### Logic cells by family, run 1

(6 px per µm)
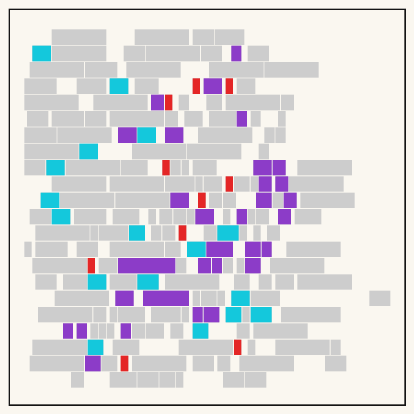
### Wire density map, run 1

(6 px per µm) 13 x 13 tiles, from white (low) to dark blue (high), scaled to the fullest tile. Values are wire area over tile area, all layers added.
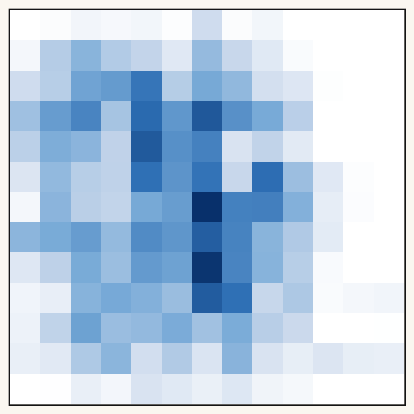
### Wires at chosen ports, followed through buffers, run 1

(8 px per µm)
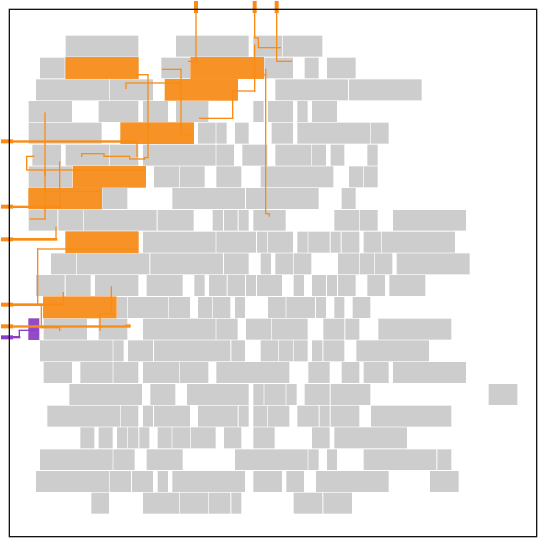
### Congestion heat map, run 1

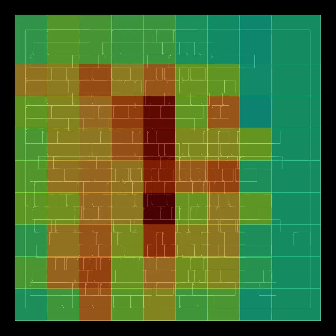
File: src/rtl/usb_rx_pkg.sv
// Shared types and constants for the USB receive byte assembler.
// The PID complement check is used only when USB_RX_PID_CHECK_EN is defined.
package usb_rx_pkg;

    typedef enum logic [1:0] {
        HUNT,
        PID,
        DATA,
        DISCARD
    } rx_state_t;

    localparam int SYNC_ZEROS_MAX    = 7;
    localparam int MAX_BYTES_DEFAULT = 1027;

    // A PID is well formed when its upper nibble is the bitwise inverse of the lower nibble.
    function automatic logic pid_ok(input logic [7:0] pid);
        return pid[7:4] == ~pid[3:0];
    endfunction

endpackage

File: src/rtl/usb_rx_byte_assembler_sync_hunter.sv
// SYNC detector: counts a run of zeros (saturating) and strobes sync_found
// on the terminating one bit when the run is long enough.
module usb_sync_hunter
    import usb_rx_pkg::*;
#(
    parameter int SYNC_MIN_ZEROS = 5
) (
    input  logic clk,
    input  logic nRST,
    input  logic en,
    input  logic in_bit,
    input  logic in_valid,
    output logic sync_found
);

    localparam logic [2:0] MIN_ZEROS = 3'(SYNC_MIN_ZEROS);
    localparam logic [2:0] SAT_ZEROS = 3'(SYNC_ZEROS_MAX);

    logic [2:0] zero_cnt_q;
    logic [2:0] zero_cnt_d;

    always_comb begin
        zero_cnt_d = zero_cnt_q;
        sync_found = 1'b0;
        if (!en) begin
            zero_cnt_d = 3'd0;
        end else if (in_valid) begin
            if (in_bit) begin
                sync_found = (zero_cnt_q >= MIN_ZEROS);
                zero_cnt_d = 3'd0;
            end else if (zero_cnt_q != SAT_ZEROS) begin
                zero_cnt_d = zero_cnt_q + 3'd1;
            end
        end
    end

    always_ff @(posedge clk or negedge nRST) begin
        if (!nRST) begin
            zero_cnt_q <= 3'd0;
        end else begin
            zero_cnt_q <= zero_cnt_d;
        end
    end

endmodule

File: src/rtl/usb_rx_byte_assembler.sv
// Assembles unstuffed USB bits into LSB-first bytes after SYNC, flags the PID
// byte and reports packet status at EOP. Optional PID check: USB_RX_PID_CHECK_EN.
module usb_rx_byte_assembler
    import usb_rx_pkg::*;
#(
    parameter int SYNC_MIN_ZEROS = 5,
    parameter int MAX_BYTES      = MAX_BYTES_DEFAULT
) (
    input  logic       clk,
    input  logic       nRST,
    input  logic       in_bit,
    input  logic       in_valid,
    input  logic       eop,
    output logic [7:0] out_byte,
    output logic       out_valid,
    output logic       out_sop,
    output logic       out_eop,
    output logic       pid_err,
    output logic       align_err,
    output logic       len_err
);

    localparam int BCW = $clog2(MAX_BYTES + 1);
    localparam logic [BCW-1:0] MAX_B = BCW'(MAX_BYTES);

    rx_state_t      state_q, state_d;
    logic [7:0]     shift_q, shift_d;
    logic [2:0]     bit_cnt_q, bit_cnt_d;
    logic [BCW-1:0] byte_cnt_q, byte_cnt_d;
    logic [7:0]     out_byte_q, out_byte_d;
    logic           out_valid_q, out_valid_d;
    logic           out_sop_q, out_sop_d;
    logic           out_eop_q, out_eop_d;
    logic           pid_err_q, pid_err_d;
    logic           align_err_q, align_err_d;
    logic           len_err_q, len_err_d;
    logic           pid_st_q, pid_st_d;
    logic           len_st_q, len_st_d;
    logic [7:0]     byte_next;
    logic           sync_found;

    // A bit that coincides with EOP is dropped, in the hunter as well.
    usb_sync_hunter #(
        .SYNC_MIN_ZEROS(SYNC_MIN_ZEROS)
    ) u_sync_hunter (
        .clk        (clk),
        .nRST       (nRST),
        .en         (state_q == HUNT),
        .in_bit     (in_bit),
        .in_valid   (in_valid & ~eop),
        .sync_found (sync_found)
    );

    assign byte_next = {in_bit, shift_q[7:1]};

    always_comb begin
        state_d     = state_q;
        shift_d     = shift_q;
        bit_cnt_d   = bit_cnt_q;
        byte_cnt_d  = byte_cnt_q;
        out_byte_d  = out_byte_q;
        out_valid_d = 1'b0;
        out_sop_d   = 1'b0;
        out_eop_d   = 1'b0;
        pid_err_d   = 1'b0;
        align_err_d = 1'b0;
        len_err_d   = 1'b0;
        pid_st_d    = pid_st_q;
        len_st_d    = len_st_q;
        case (state_q)
            HUNT: begin
                if (sync_found) begin
                    state_d    = PID;
                    shift_d    = 8'd0;
                    bit_cnt_d  = 3'd0;
                    byte_cnt_d = '0;
                    pid_st_d   = 1'b0;
                    len_st_d   = 1'b0;
                end
            end
            default: begin
                if (eop) begin
                    out_eop_d   = 1'b1;
                    pid_err_d   = pid_st_q;
                    len_err_d   = len_st_q;
                    align_err_d = (state_q != DISCARD) && (bit_cnt_q >= 3'd2);
                    state_d     = HUNT;
                    shift_d     = 8'd0;
                    bit_cnt_d   = 3'd0;
                    byte_cnt_d  = '0;
                end else if (in_valid && state_q != DISCARD) begin
                    if (byte_cnt_q == MAX_B) begin
                        state_d  = DISCARD;
                        len_st_d = 1'b1;
                    end else begin
                        shift_d   = byte_next;
                        bit_cnt_d = bit_cnt_q + 3'd1;
                        if (bit_cnt_q == 3'd7) begin
                            out_byte_d  = byte_next;
                            out_valid_d = 1'b1;
                            out_sop_d   = (state_q == PID);
                            byte_cnt_d  = byte_cnt_q + BCW'(1);
                            state_d     = DATA;
`ifdef USB_RX_PID_CHECK_EN
                            if (state_q == PID) begin
                                pid_st_d = ~pid_ok(byte_next);
                            end
`endif
                        end
                    end
                end
            end
        endcase
    end

    always_ff @(posedge clk or negedge nRST) begin
        if (!nRST) begin
            state_q     <= HUNT;
            shift_q     <= 8'd0;
            bit_cnt_q   <= 3'd0;
            byte_cnt_q  <= '0;
            out_byte_q  <= 8'd0;
            out_valid_q <= 1'b0;
            out_sop_q   <= 1'b0;
            out_eop_q   <= 1'b0;
            pid_err_q   <= 1'b0;
            align_err_q <= 1'b0;
            len_err_q   <= 1'b0;
            pid_st_q    <= 1'b0;
            len_st_q    <= 1'b0;
        end else begin
            state_q     <= state_d;
            shift_q     <= shift_d;
            bit_cnt_q   <= bit_cnt_d;
            byte_cnt_q  <= byte_cnt_d;
            out_byte_q  <= out_byte_d;
            out_valid_q <= out_valid_d;
            out_sop_q   <= out_sop_d;
            out_eop_q   <= out_eop_d;
            pid_err_q   <= pid_err_d;
            align_err_q <= align_err_d;
            len_err_q   <= len_err_d;
            pid_st_q    <= pid_st_d;
            len_st_q    <= len_st_d;
        end
    end

    assign out_byte  = out_byte_q;
    assign out_valid = out_valid_q;
    assign out_sop   = out_sop_q;
    assign out_eop   = out_eop_q;
    assign pid_err   = pid_err_q;
    assign align_err = align_err_q;
    assign len_err   = len_err_q;

endmodule

File: config.mk
export PLATFORM = sky130hd
export DESIGN_NAME = usb_rx_byte_assembler
export DESIGN_NICKNAME = d
export VERILOG_FILES = /design/src/rtl/usb_rx_pkg.sv /design/src/rtl/usb_rx_byte_assembler_sync_hunter.sv /design/src/rtl/usb_rx_byte_assembler.sv
export SDC_FILE = /design/constraint.sdc
export NUM_CORES = 1
export LEC_CHECK = 0
export CAP_MARGIN = 30
export CORE_MARGIN = 2
export CORE_UTILIZATION = 55
export DETAILED_ROUTE_END_ITERATION = 8
export GPL_ROUTABILITY_DRIVEN = 1
export PLACE_DENSITY = 0.82
export SETUP_SLACK_MARGIN = 0.5
export SYNTH_ARGS = -nofsm -noshare
export SYNTH_HDL_FRONTEND = slang
export SYNTH_SLANG_ARGS = --single-unit
File: constraint.sdc
create_clock -name clk -period 3.1 [get_ports clk]
set_input_delay 0.62 -clock clk [delete_from_list [all_inputs] [get_ports clk]]
set_output_delay 0.62 -clock clk [all_outputs]
set_load 0.01 [all_outputs]
==> flow_metrics.py, run 1 <==
# Auto-generated metrics
metrics = {
    "power": {
        "power_density_mw_per_mm2": 605,
        "cellLeakagePower_nw": 1.08,
        "p_int_uw": 900,
        "p_total_mw": 1.43,
        "power.switching_uw": 532,
    },
    "die": {
        "die_area_mm2": 0.00432,
        "die_w_um": 65.7,
        "initCoreUtil_pct": 57.2,
        "io_pins": 19,
        "die.size.y_um": 65.7,
        "core_area_mm2": 0.00366,
    },
    "layout": {
        "drive_above_1_share_pct": 13.8,
        "layout.nets": 214,
        "layout.cells.non_filler": 251,
        "lay_top_count": "dfrtp_1",
        "lay_top_cells": "40 x dfrtp_1, 16 x clkdlybuf4s50_1, 12 x nand2_1, 10 x inv_1, 10 x nor2_1",
        "diodes": 0,
        "final_area_mm2": 0.00237,
    },
    "synth": {
        "syn_area_mm2": 0.00210,
        "edf_count": 0,
        "yosys_area_mm2": 0.00210,
        "ys.warnings.count": 0,
        "synth_cell_types": 56,
        "ys_seq_share_pct": 47.8,
        "ys_ff": 40,
        "async_flop_share_pct": 100,
        "area_leaders": "dfrtp_1 48%, mux2_4 4.3%, ha_1 4.2%",
        "yosysMostFrequentCell": "dfrtp_1",
        "yosys.area.top_type": "dfrtp_1",
        "synth_top_area_share_pct": 47.8,
        "avgSynthCellArea_um2": 11.3,
        "synthFlopType": "dfrtp_1",
        "syn_inst": 185,
    },
    "detailed_routing": {
        "wirelength_mm": 4.38,
        "viasPerCell": 6.12,
        "drt-initial-drc-count": 85,
        "drtPass1Iterations": 4,
        "dr_total_vias": 1537,
        "drc": 0,
        "wl_per_cell_um": 17.4,
        "drtAntennaViolNets": 0,
    },
    "place": {
        "gp_congestion": 0.818,
        "pre_cts_slack_ns": 0.393,
        "placed_area_mm2": 0.00227,
    },
    "sta": {
        "fin_ws_ns": 0.728,
        "period_needed_ns": 2.37,
        "period_used_pct": 76.5,
        "maxSlewHeadroom_pct": 43.4,
        "maxSlewViolCount": 0,
        "max_freq_mhz": 422,
        "rsz0062_at_grt": "no",
        "fin_setup_tns_ns": 0,
        "hold_viol_final": 0,
    },
    "critical_path": {
        "r2r-start": "state_q[0]$_DFFE_PN0P_",
        "crit_end": "out_byte[0]$_DFFE_PN0P_",
        "worstPathCellList": "clkdlybuf4s50_1 > nand2b_4 > a311oi_4 > nand2_2 > inv_1 > mux2_2",
        "start_kind": "primary input",
        "slowest_stage": "clkdlybuf4s50_1",
        "r2r_setup_slack_ns": 0.93,
        "cp_data_arrival_time_ns": 2.57,
        "r2r_cells": 4,
    },
    "job": {
        "cap_violations": 0,
        "warnings": 28,
    },
    "clock_network": {
        "clock_latency_ns": 0.31,
        "numCtsBuffers": 5,
        "cts_hold_buf": 0,
        "htreeDepth": 2,
        "cts_tree": "built",
        "cts_resized": 0,
        "path_clk_slew_ns": 0.09,
        "clock-sinks": 40,
        "cts_setup_buffers": 0,
        "clockRootBuffer": "clkbuf_8",
    },
    "status": {
        "outcome": "completed",
    },
    "global_route": {
        "grt_pass1_wl_mm": 7.50,
        "overflow": 0,
        "grt_use_total_pct": 23.3,
        "grt_start_max_net_pins": 41,
    },
}
-- 'Logic cells by family' (at the start) --
| color | family | cells |
|---|---|---|
| red | inv cells | 10 |
| cyan | non-inverting ao/oa cells | 17 |
| purple | aoi and oai cells | 31 |

-- 'Wire density map' (at the start) --
fullest tile: 0.57
emptiest ninth of the die: north-east
densest ninth of the die: center
mean over tiles: 0.16
tiles over half the peak: 21%

-- 'Wires at chosen ports, followed through buffers' (at the start) --
| color | port | bits | direction | edge | end cells | buffers | wire |
|---|---|---|---|---|---|---|---|
| purple | pid_err | 1 | output | west | 1 | 0 | 3.80 µm |
| orange | out_byte | 8 | output | 5 west, 3 north | 8 | 8 | 230 µm |

-- 'Congestion heat map' (at the start) --
GR peak layer: met2
M3 GR Usage: 5.82%
global routing met1 resource utilization: 32.2%
utilization after layout: 64.6%

run 1: logic make-up (layout without fill, tap and decap cells):
logic type	after synthesis	after routing	share of synthesized area, %
simple gates	60	60	17.0
compound gates	48	48	18.9
flops	40	40	47.8
buf+inv	18	36	4.42
mux	9	9	5.91
fa+ha+maj	7	7	4.18
xor+xnor	2	2	1.73
other cells	1	1	0.179
run 1: layer usage:
layer / vias to the layer above / GRT usage (%) / wire length (µm)
met1: 767 / 32.2 / 1910
met2: 43 / 35.9 / 2150
met4: 0 / 7.81 / 74
met3: 9 / 5.82 / 234
met5: - / 0 / 0
li1: 718 / - / -
run 1: worst max-delay path, delay by kind of cell:
kind,cells,cell delay [ns]
AOI/OAI and AO/OA,1,0.29
muxes,1,0.36
and+or+nand+nor,2,0.52
buffers and inverters,2,0.77
run 1: flip-flops by register name (all words and copies together) (netlist names):
name                      cells
len_err                       1
shift_q                       7
out_valid                     1
u_sync_hunter.zero_cnt_q      3
len_st_q                      1
out_eop                       1
bit_cnt_q                     3
state_q                       2
out_sop                       1
byte_cnt_q                   11
align_err                     1
out_byte                      8
run 1: power groups by stage:
stage,sequential (mW),clock [mW],combinational (mW)
after global placement,0.700,0,0.341
after CTS,0.700,0.365,0.366
after detailed placement,0.710,0,0.363
after floorplan,0.673,0,0.300
final,0.704,0.362,0.366
after global routing,0.720,0.393,0.411
run 1: layout make-up:
type | count | area, µm²
fillers | 277 | 1290
multi-input cells | 127 | 1000
flip-flops and latches | 40 | 1000
repair buffers | 18 | 173
clock buffers | 5 | 68.8
well taps | 48 | 60.1
inverters | 10 | 37.5
clock inverters | 3 | 23.8
--- run 2 (diff from run 1) ---
==> constraint.sdc (replaced) <==
create_clock -name clk -period 2.2 [get_ports clk]
set_input_delay 0.44 -clock clk [delete_from_list [all_inputs] [get_ports clk]]
set_output_delay 0.44 -clock clk [all_outputs]
set_load 0.01 [all_outputs]
### Wires at chosen ports, followed through buffers, run 2

(8 px per µm)
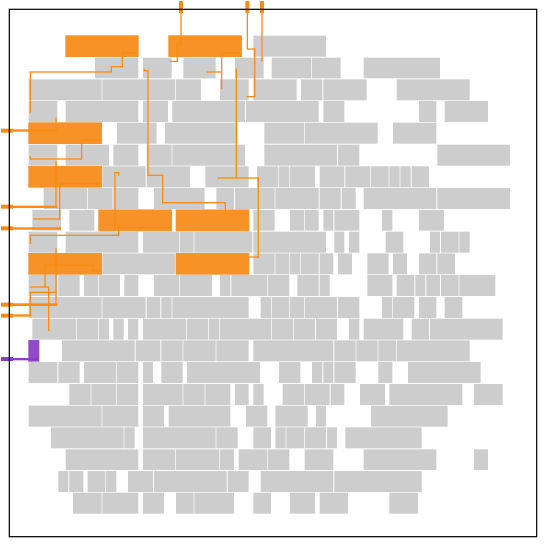
| color | port | bits | direction | edge | end cells | buffers | wire |
|---|---|---|---|---|---|---|---|
| orange | out_byte | 8 | output | 5 west, 3 north | 8 | 8 | 230 µm |
| purple | pid_err | 1 | output | west | 1 | 0 | 3.20 µm |

==> run 2 against run 1 <==
Effect of this change: sequential power is about 40% higher; sequential share of layout area fell by 5.4 points; clock skew about the same; critical endpoint is now out_byte[1]$_DFFE_PN0P_; flip-flop count stayed put; critical path depth shrank 1; routed wire length grew 14%; worst setup slack got worse by 0.34 ns; via count is 12% higher; hold slack worse by 0.33 ns; global-route usage up 1.8 points.
==> flow_metrics.py, run 2 <==
# Auto-generated metrics
metrics = {
    "critical_path": {
        "r2r-start": "byte_cnt_q[9]$_DFFE_PN0P_",
        "slowest_stage": "nor4bb_4",
        "cp.depth": 5,
        "worstPathCellList": "nor4bb_4 > a311oi_4 > nand2_2 > buf_12 > mux2_2",
        "path_delay_family": "simple AND/OR/NAND/NOR gates",
        "crit_end": "out_byte[1]$_DFFE_PN0P_",
        "path_buffers": 1,
    },
    "power": {
        "cellLeakagePower_nw": 1.25,
        "p_total_mw": 2.44,
        "power_density_mw_per_mm2": 894,
    },
    "place": {
        "gp_congestion": 0.865,
        "pre_cts_slack_ns": -0.0753,
    },
    "global_route": {
        "grt_use_met2_pct": 42.4,
        "grt_use_met3_pct": 6.34,
        "busiest_layer": "met2",
        "grt_util_met1_pct": 30.2,
    },
    "synth": {
        "syn_area_mm2": 0.00210,
        "ys_seq_share_pct": 47.8,
        "synth_top_area_share_pct": 47.8,
        "top_logic_kind": "AND-OR/OR-AND gates",
        "ys_ff": 40,
        "avgSynthCellArea_um2": 11.3,
        "yosysMostFrequentCell": "dfrtp_1",
        "aoi_share_pct": 18.9,
        "area_leaders": "dfrtp_1 48%, mux2_4 4.3%, ha_1 4.2%",
        "async_flop_share_pct": 100,
    },
    "status": {
        "outcome": "completed",
    },
    "die": {
        "die.size.y_um": 65.7,
        "die_w_um": 65.7,
        "die_area_mm2": 0.00432,
        "io_pins": 19,
        "initCoreUtil_pct": 57.2,
    },
    "layout": {
        "top_register": "byte_cnt_q",
        "largest_reg_flops": 11,
        "final_util_pct": 74.4,
        "drive_above_1_share_pct": 32.9,
        "lay_top_cells": "37 x dfrtp_1, 25 x buf_4, 14 x clkdlybuf4s50_1, 12 x nand2_1",
        "diodes": 0,
    },
    "detailed_routing": {
        "wirelength_mm": 4.98,
        "drtAntennaViolNets": 0,
        "wl_per_cell_um": 17.9,
        "drtPass1Iterations": 4,
    },
    "sta": {
        "fin_ws_ns": 0.385,
        "period_needed_ns": 1.82,
    },
    "clock_network": {
        "clock-sinks": 40,
        "path_clk_slew_ns": 0.08,
    },
}
## run 2: final cells by class
| cell class | count | area [µm²] | share of cell area [%] |
|---|---|---|---|
| Clock buffer | 6 | 82.6 | 3.03 |
| Clock inverter | 2 | 38.8 | 1.42 |
| Inverter | 10 | 37.5 | 1.38 |
| Multi-Input combinational cell | 128 | 1110 | 40.7 |
| Sequential cell | 40 | 1000 | 36.9 |
| Tap cell | 48 | 60.1 | 2.20 |
| Timing Repair Buffer | 45 | 393 | 14.4 |
## run 2: worst min-delay path by stage
stage / end / cells after the start
floorplan: align_err$_DFF_PN0_ / 0
global placement: out_sop$_DFF_PN0_ / 1
detailed placement: out_eop$_DFF_PN0_ / 1
CTS: out_byte[7]$_DFFE_PN0P_ / 1
global route: out_byte[7]$_DFFE_PN0P_ / 1
finish: out_byte[7]$_DFFE_PN0P_ / 1
## run 2: metal layers
layer / share of wire (%) / wire length, µm
met1: 40 / 2000
met2: 52 / 2580
met3: 4.5 / 224
met4: 3.6 / 180
met5: 0 / 0
## run 2: logic make-up (layout without fill, tap and decap cells)
| family | Yosys count | count (layout) |
|---|---|---|
| AND-OR/OR-AND | 48 | 49 |
| flip-flops | 40 | 40 |
| adder cells (fa/ha/maj) | 7 | 7 |
| AND/OR/NAND/NOR | 60 | 60 |
| multiplexers | 9 | 9 |
| XOR/XNOR | 2 | 2 |
| buffers and inverters | 18 | 63 |
| other | 1 | 1 |
## run 2: what timing repair did
action | in CTS | in global routing
setup endpoints to repair | 31 | 32
setup buffers | 9 | 1
resized | 17 | 10
pin swaps | 15 | 1
hold buffers | 0 | 0
cloned | 1 | 0
## run 2: power breakdown
group	internal [mW]	leakage (nW)	switching, mW	total [mW]
registers	0.844	0.548	0.141	0.985
logic	0.395	0.639	0.418	0.813
clock network	0.371	0.0614	0.267	0.638
--- run 3 (diff from run 2) ---
--- a/config.mk
+++ b/config.mk
@@ -7,10 +7,10 @@
 export LEC_CHECK = 0
 export CAP_MARGIN = 30
 export CORE_MARGIN = 2
-export CORE_UTILIZATION = 55
+export CORE_UTILIZATION = 51
 export DETAILED_ROUTE_END_ITERATION = 8
 export GPL_ROUTABILITY_DRIVEN = 1
-export PLACE_DENSITY = 0.82
+export PLACE_DENSITY = 0.8
 export SETUP_SLACK_MARGIN = 0.5
 export SYNTH_ARGS = -nofsm -noshare
 export SYNTH_HDL_FRONTEND = slang
==> constraint.sdc (replaced) <==
create_clock -name clk -period 1.5 [get_ports clk]
set_input_delay 0.3 -clock clk [delete_from_list [all_inputs] [get_ports clk]]
set_output_delay 0.3 -clock clk [all_outputs]
set_load 0.01 [all_outputs]
### Congestion heat map, run 3

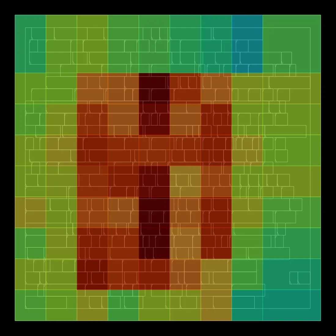
M3 GR Usage: 5.76%
Total Routing Usage GR: 27.2%
GRT met2 Usage: 47.9%

==> run 3 against run 2 <==
Effect of this change: the run now ends with negative setup slack left; synthesized cell count is the same; flip-flop count is the same; register-to-register slack worse by 0.72 ns; non-clock buffer count increased by 44; routed wire length is 34% higher; hold slack worse by 0.040 ns; count of clock-buffer cells in the layout is 1 lower; sequential power increased by 42%; final cell count increased by 16%; sequential share of layout area down 5.7 points; first-iteration DRC count grew 120%; combinational power is 140% higher; critical path type unchanged; largest power group is now combinational cells.
==> flow_metrics.py, run 3 <==
# Auto-generated metrics
metrics = {
    "sta": {
        "setup_viol": 36,
        "period_used_pct": 123,
        "max_freq_mhz": 544,
        "rsz0062_at_grt": "yes",
        "timing.hold.ws_ns": 0.0406,
        "hold_viol_final": 0,
        "fin_ws_ns": -0.339,
        "period_needed_ns": 1.84,
    },
    "die": {
        "die_area_mm2": 0.00464,
        "io_pins": 19,
        "die.size.y_um": 68.1,
        "num_rows": 23,
        "die_w_um": 68.1,
        "initCoreUtil_pct": 52.8,
    },
    "power": {
        "p_total_mw": 4.25,
        "power_density_mw_per_mm2": 1320,
        "cellLeakagePower_nw": 1.56,
    },
    "synth": {
        "yosysMostFrequentCell": "dfrtp_1",
        "synth_top_area_share_pct": 47.8,
        "avgSynthCellArea_um2": 11.3,
        "async_flop_share_pct": 100,
        "syn_area_mm2": 0.00210,
        "area_leaders": "dfrtp_1 48%, mux2_4 4.3%, ha_1 4.2%",
        "syn_inst": 185,
        "fp_nets": 197,
        "ys_ff": 40,
        "yosys_area_mm2": 0.00210,
        "edf_count": 0,
        "synthFlopType": "dfrtp_1",
        "ys_seq_share_pct": 47.8,
        "synth_cell_types": 56,
        "ys_cells": 185,
    },
    "layout": {
        "diodes": 0,
        "final_area_mm2": 0.00322,
        "synthToLayoutAreaGrowth_pct": 53.7,
        "lay_top_cells": "53 x buf_4, 38 x dfrtp_1, 17 x buf_6, 13 x buf_2, 9 x nand2_1",
        "drive_above_1_share_pct": 54.9,
        "final_util_pct": 81.1,
        "top_register": "byte_cnt_q",
        "largest_reg_flops": 11,
        "lay_top_count": "buf_4",
        "layout.nets": 286,
    },
    "status": {
        "outcome": "finished with violations",
        "violations": "negative setup slack",
    },
    "detailed_routing": {
        "drc": 0,
        "drtPass1Iterations": 4,
        "dr_total_vias": 1960,
        "viasPerCell": 6.03,
        "drtAntennaViolNets": 0,
        "wirelength_mm": 6.66,
        "wl_per_cell_um": 20.5,
    },
    "critical_path": {
        "crit_path_start": "bit_cnt_q[0]$_DFFE_PN0P_",
        "slowest_stage": "dfrtp_1",
        "path_buffers": 3,
        "slowest_delay_ns": 0.37,
        "r2r-start": "bit_cnt_q[0]$_DFFE_PN0P_",
        "r2r_cells": 8,
        "path_delay_family": "flip-flops",
        "crit_end": "out_byte[0]$_DFFE_PN0P_",
        "cp.depth": 8,
        "crit_type": "reg2reg",
        "worstPathRequired_ns": 1.70,
        "worstPathCellList": "ha_2 > ha_4 > inv_2 > a311oi_4 > nand2_4 > buf_4 > inv_4 > mux2_2",
    },
    "clock_network": {
        "clockRootBuffer": "clkbuf_8",
        "cts_tree": "built",
        "path_clk_slew_ns": 0.09,
        "clock-sinks": 40,
        "clock_latency_ns": 0.31,
        "cts_hold_buf": 0,
    },
    "place": {
        "placed_area_mm2": 0.00273,
        "pre_cts_slack_ns": -0.585,
        "port_buffers": 17,
        "gp_congestion": 0.851,
        "dp_cells": 294,
    },
    "global_route": {
        "grt_pass1_wl_mm": 9.09,
    },
    "job": {
        "cap_violations": 0,
        "warnings": 31,
    },
}
## run 3: netlist changes by cell type in the layout (fill, tap and decap cells not counted), moves of 3 or more
cell and change:
ha_4 +3, buf_6 +15, ha_1 -3, nand2_1 -3, buf_2 +12, buf_4 +28
clkdlybuf4s50_1 -13
## run 3: repair_timing
| action | in CTS | in global routing |
|---|---|---|
| setup endpoints to repair | 53 | 52 |
| pin swaps | 17 | 15 |
| gates cloned | 1 | 0 |
| gates resized | 86 | 30 |
| setup buffers | 10 | 12 |
## run 3: logic make-up after synthesis
kind of cell	share of synthesized area, %
adders and majority gates	4.18
xor gates and xnor gates	1.73
other	0.179
muxes	5.91
AOI/OAI and AO/OA	18.9
and+or+nand+nor	17.0
DFF	47.8
buffers and inverters	4.42
## run 3: report_power, final
part	internal (mW)	leakage [nW]	switching (mW)
sequential	1.24	0.550	0.168
clock	0.501	0.0548	0.422
combinational	1.01	0.952	0.911
## run 3: worst register-to-register path, delay by kind of cell (launching register included)
kind / cells / cell delay (ns)
AOI/OAI and AO/OA: 1 / 0.28
adders and majority gates: 2 / 0.36
buffers and inverters: 3 / 0.27
DFF: 1 / 0.37
muxes: 1 / 0.31
and+or+nand+nor: 1 / 0.13
## run 3: layer usage
metal	wire (µm)	part of all wire [%]	global-route usage, %
met5	0	0	0
met4	393	5.9	9.75
met3	355	5.3	5.76
met2	3500	53	47.9
met1	2420	36	32.6
## run 3: final cells by class
class	count	area, µm²
clock buffer	5	68.8
clock inverter	3	46.3
fill	217	751
inverter	10	40.0
multi-input combinational	128	1260
sequential	40	1000
tap	50	62.6
timing repair buffer	89	742
Power is estimated from default activity; no workload was simulated.
